$ cat src/rtl/subtractor_4bit_if.sv
// subtractor_4bit_if: operand/result bundle for the registered subtractor
interface subtractor_4bit_if #(parameter int WIDTH = 4) ();
  logic [WIDTH-1:0] a;
  logic [WIDTH-1:0] b;
  logic             C_in;
  logic [WIDTH-1:0] d;
  logic             B_out;
  modport master (output a, b, C_in, input d, B_out);
  modport slave (input a, b, C_in, output d, B_out);
endinterface

$ cat src/rtl/subtractor_4bit.sv
// subtractor_4bit: ripple-borrow a - b - C_in with registered difference and borrow-out
module subtractor_4bit #(
  parameter int WIDTH = 4
) (
  input  logic               clk,
  input  logic               rst,
  subtractor_4bit_if.slave   io
);
  logic [WIDTH-1:0] d_d, d_q;
  logic             b_d, b_q;
  always_comb begin
    d_d = '0;
    b_d = io.C_in;
    for (int k = 0; k < WIDTH; k++) begin
      d_d[k] = io.a[k] ^ io.b[k] ^ b_d;
      b_d = (~io.a[k] & io.b[k]) | (~(io.a[k] ^ io.b[k]) & b_d);
    end
  end
  always_ff @(posedge clk) begin
    if (rst) begin
      d_q <= '0;
      b_q <= 1'b0;
    end else begin
      d_q <= d_d;
      b_q <= b_d;
    end
  end
  assign io.d = d_q;
  assign io.B_out = b_q;
endmodule

$ cat src/flat_wrapper.sv
// flat-port wrapper written by rule: the top's interface ports become plain ports
module subtractor_4bit_flat 
#(
  parameter int WIDTH = 4
)
  (clk, rst, io_a, io_b, io_C_in, io_d, io_B_out);
  subtractor_4bit_if #(.WIDTH(WIDTH)) io_i ();
  input  logic clk;
  input  logic rst;
  input wire logic [$bits(io_i.a)-1:0] io_a;
  input wire logic [$bits(io_i.b)-1:0] io_b;
  input wire logic [$bits(io_i.C_in)-1:0] io_C_in;
  output wire logic [$bits(io_i.d)-1:0] io_d;
  output wire logic [$bits(io_i.B_out)-1:0] io_B_out;
  assign io_i.a = io_a;
  assign io_i.b = io_b;
  assign io_i.C_in = io_C_in;
  assign io_d = io_i.d;
  assign io_B_out = io_i.B_out;
  subtractor_4bit #(.WIDTH(WIDTH)) u_core (.clk(clk), .rst(rst), .io(io_i));
endmodule
$ cat config.mk
export PLATFORM = sky130hd
export DESIGN_NAME = subtractor_4bit_flat
export DESIGN_NICKNAME = d
export VERILOG_FILES = /design/src/rtl/subtractor_4bit_if.sv /design/src/rtl/subtractor_4bit.sv /design/src/flat_wrapper.sv
export SDC_FILE = /design/constraint.sdc
export NUM_CORES = 1
export LEC_CHECK = 0
export ABC_AREA = 1
export CAP_MARGIN = 20
export CORE_AREA = 2 2 39 41
export CTS_BUF_LIST = sky130_fd_sc_hd__clkbuf_8
export CTS_CLUSTER_DIAMETER = 40
export DETAILED_ROUTE_END_ITERATION = 10
export DIE_AREA = 0 0 41 43
export SLEW_MARGIN = 10
export SYNTH_ARGS = -nofsm -noshare
export SYNTH_HDL_FRONTEND = slang
export SYNTH_SLANG_ARGS = --single-unit
$ cat constraint.sdc
create_clock -name clk -period 2.22 [get_ports clk]
set_input_delay 0.555 -clock clk [delete_from_list [all_inputs] [get_ports clk]]
set_output_delay 0.555 -clock clk [all_outputs]
set_load 0.02 [all_outputs]
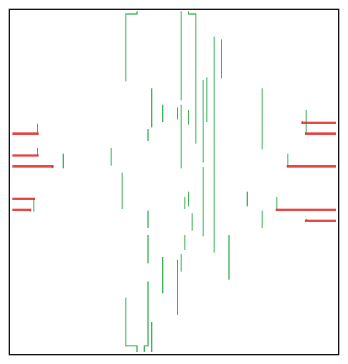
(images/wires.png)
Drawn at 8 px/um. Only two layers are drawn.
- red: metal 3 (wire length 39.7 um)
- green: metal 2 (wire length 194 um)

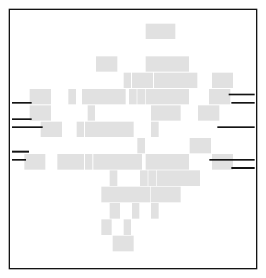
(images/layer_met3.png)
Drawn at 6 px/um.
- longest straight run: 7.20 um
- wire length on this layer: 39.7 um
- nets with wire on the layer: 10

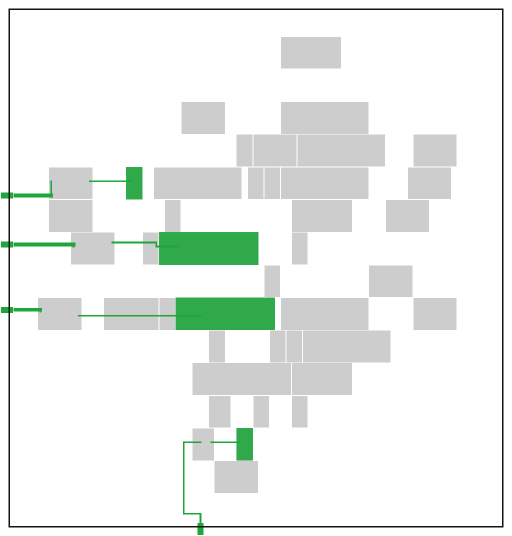
(images/io_fan.png)
Drawn at 12 px/um.
- green: `io_b` (direction input; edge 3 left, 1 bottom; end cells 4; buffers 4; wire 42.5 um)

==> flow report <==
====================================================================================
Worst setup path start                                                       io_b[1]
Placed instance area                                                        403 um^2
CTS root buffer                                                         sky130_fd_sc_hd__clkbuf_8
Total Routing Usage GR                                                         5.25%
Synth async-reset ratio                                                           0%
Sort of element at the end of the critical path                                 flop
Count of buffering cells on the critical path with inverters included              3
Largest delay contributor family on the critical path                    adder cells
Worst Setup EP                                                          u_core.io.d[3]
Total of endpoints with negative setup slack in the final report                   0
Max VDD drop                                                                  169 uV
Hold_buf cts                                                                       0
Max Freq                                                                   0.466 GHz
Clock slew seen by the registers of the worst setup and hold paths           0.03 ns
OpenROAD warnings                                                                 26
Type of element launching the critical path                                input pin
Cells in synth_stat.txt                                                           23
Max-cap violations                                                                 0
Least-Margin Pin Slew                                                       0.212 ns
WL per Instance                                                              6.40 um
Netlist area before placement                                               233 um^2
Number of fill cells                                                             150
Grt ovf                                                                            0
Static power due to leakage                                              0.000216 uW
Setup repair after global routing missed its margin                               no
Final standard cell count with taps included and fillers excluded                 58
Clock tree from TritonCTS                                                        yes
Critical-path cell list                                                 clkdlybuf4s50_1 > fa_2 > fa_2 > inv_2 > fa_1 > inv_1 > nor2_1
Vias per inst                                                                   3.14
Yosys Chip Area                                                             233 um^2
Initial detailed-routing violation count                                           0
TritonCTS Buffers                                                                  3
Remaining DRCs                                                                     0
Global-route wire length before repair                                        524 um
Share of cells above drive strength 1                                          28.6%
Part of the Yosys area used for sequential elements                            43.0%
Prevailing post-synth register cell                                     sky130_fd_sc_hd__dfxtp_1
Post-Place Worst Slack                                                     -0.447 ns
Inserted Diodes                                                                    0
Effective utilization at floorplan                                             16.8%
Worst-case headroom to the max-slew limit                                      85.8%
Worst EP arrival                                                             2.25 ns
Run status                                                              finished clean
Number of ports placed on the die boundary                                        16
Number of global-route vias before repair                                        166
Synthesized area per cell                                                  10.1 um^2
Post-route antenna net violation count                                             0
Detailed-route wire length                                                    371 um
Routed vias                                                                      182
Synth Net Count                                                                   38
Number of nets in the layout                                                      58
Cell type contributing the most total cell area after synthesis         sky130_fd_sc_hd__dfxtp_1
Die Y-Extent                                                                   43 um
H-tree levels                                                                      1
Horiz. Die Dim                                                                 41 um
Crit share post-route                                                          96.6%
Path type of the worst min-delay path                                   input pin to flop
Yosys warning tally                                                                0
Synth Register Bits                                                                5
Synthesized instance count                                                        23
Port Buf Inserts                                                                  15
Post-detail-place hpwl                                                        322 um
Total core area                                                            1380 um^2
Max Buffers Root-to-Sink                                                           2
Largest incremental delay on the critical path                               0.44 ns
Synth cell count leaders                                                9 x sky130_fd_sc_hd__inv_1, 5 x sky130_fd_sc_hd__dfxtp_1, 5 x sky130_fd_sc_hd__nor2_1, 4 x sky130_fd_sc_hd__fa_1
Largest net degree at the start of global routing                                  6
Area overhead of the layout relative to synthesis                              92.5%
Levels on crit path                                                                7
Number of flops mapped to enable cells by yosys                                    0
Area share, top type                                                           43.0%
Sinks on the clock net                                                             5
CP max stage cell                                                       sky130_fd_sc_hd__clkdlybuf4s50_1
Min setup slack post-route                                                 0.0762 ns
Cell mode on critical path                                              sky130_fd_sc_hd__fa_2
Final Critical Period                                                        2.14 ns
Number of placed instances with taps included                                     54
Slew Limit Fails                                                                   0
Largest fanout on the critical path                                                1
Required time of the worst setup path                                        2.33 ns
FP Rows                                                                           14
Category of the most critical setup path                                input pin to flop
Cell variety after synth                                                           4
Area of all placed cells without fillers                                    448 um^2
Power Dens Cells                                                         752 nW/um^2
Number of buffers inserted by post-CTS setup repair                                0
Iteration count of the initial detailed-routing pass                               1
Final Hold Viols                                                                   0
Gpl congestion                                                                 0.570
Chip area                                                                  1760 um^2
Initial antenna violation count                                                    0
Yosys top cell by instances                                             sky130_fd_sc_hd__inv_1
Main area contributors                                                  sky130_fd_sc_hd__dfxtp_1 43%, sky130_fd_sc_hd__fa_1 34%, sky130_fd_sc_hd__inv_1 15%
====================================================================================
-- worst min-delay path by stage --
stage	start	end	cells after the start
5_1_grt	io_a[1]	u_core.io.d[1]	4
4_1_cts	io_a[0]	u_core.io.d[0]	4
6_report	io_b[0]	u_core.io.d[0]	5
3_5_place_dp	rst	u_core.io.d[1]	2
2_1_floorplan	rst	u_core.io.d[1]	1
3_3_place_gp	rst	u_core.io.d[1]	2
-- per-stage QoR --
| stage | hold slack (ns) | utilization (%) | setup TNS [ns] | total power, uW |
|---|---|---|---|---|
| floorplan | 0.622 | - | 0 | 137 |
| global placement | 1.18 | 29.1 | -0.728 | 178 |
| detailed placement | 1.18 | 29.1 | -0.752 | 180 |
| CTS | 0.875 | 32.8 | 0 | 345 |
| global route | 0.807 | 32.4 | 0 | 352 |
| finish | 0.787 | 32.4 | 0 | 337 |
-- layout by cell type, fill, tap and decap left out --
cell type,count
sky130_fd_sc_hd__dfxtp_1,5
sky130_fd_sc_hd__inv_1,6
sky130_fd_sc_hd__clkbuf_8,3
sky130_fd_sc_hd__inv_2,4
sky130_fd_sc_hd__clkdlybuf4s15_1,1
sky130_fd_sc_hd__clkdlybuf4s50_1,11
sky130_fd_sc_hd__fa_1,1
sky130_fd_sc_hd__fa_2,3
sky130_fd_sc_hd__nor2_1,5
sky130_fd_sc_hd__dlymetal6s2s_1,1
sky130_fd_sc_hd__clkbuf_2,2
-- state kept, by name, summed over array words and instances (netlist names) --
signal and count:
u_core.io.B_out 1, u_core.io.d 4
-- layer usage --
layer  up-vias  share of wire, %  GRT usage, %
met5         -                 0             0
met4         0                 0          12.0
met3         0                11             0
met2        10                52          5.94
met1        75                37          4.92
li1         97                 -             -
-- final cells by class --
cell class / instances / area (um^2) / share of cell area, %
clock buffers: 3 / 41.3 / 9.22
clock inverters: 1 / 3.75 / 0.838
repair buffers: 15 / 143 / 31.8
flip-flops and latches: 5 / 100 / 22.3
inverters: 9 / 33.8 / 7.54
multi-input cells: 9 / 106 / 23.7
well taps: 16 / 20.0 / 4.47
-- worst min-delay path, stage by stage --
cell,delay [ns]
sky130_fd_sc_hd__clkbuf_2,0.08
sky130_fd_sc_hd__inv_2,0.05
sky130_fd_sc_hd__fa_2,0.18
sky130_fd_sc_hd__inv_1,0.03
sky130_fd_sc_hd__nor2_1,0.06
-- power by group --
part,internal (uW),total (uW),switching [uW]
clock network,118,159,41.0
registers,101,103,2.20
logic,41.0,75.0,34.0
total,260,337,77.2
-- cells by family after synthesis --
group         count (synthesis)  share of synthesized area, %
simple gates                  5                          8.07
buf+inv                       9                          14.5
fa+ha+maj                     4                          34.4
flops                         5                          43.0
-- timing repair --
action	CTS	global route
pin swaps	4	5
gates resized	12	4
endpoints found under the setup margin	1	1
No activity file was given, so power comes from the tool's default toggle rates.
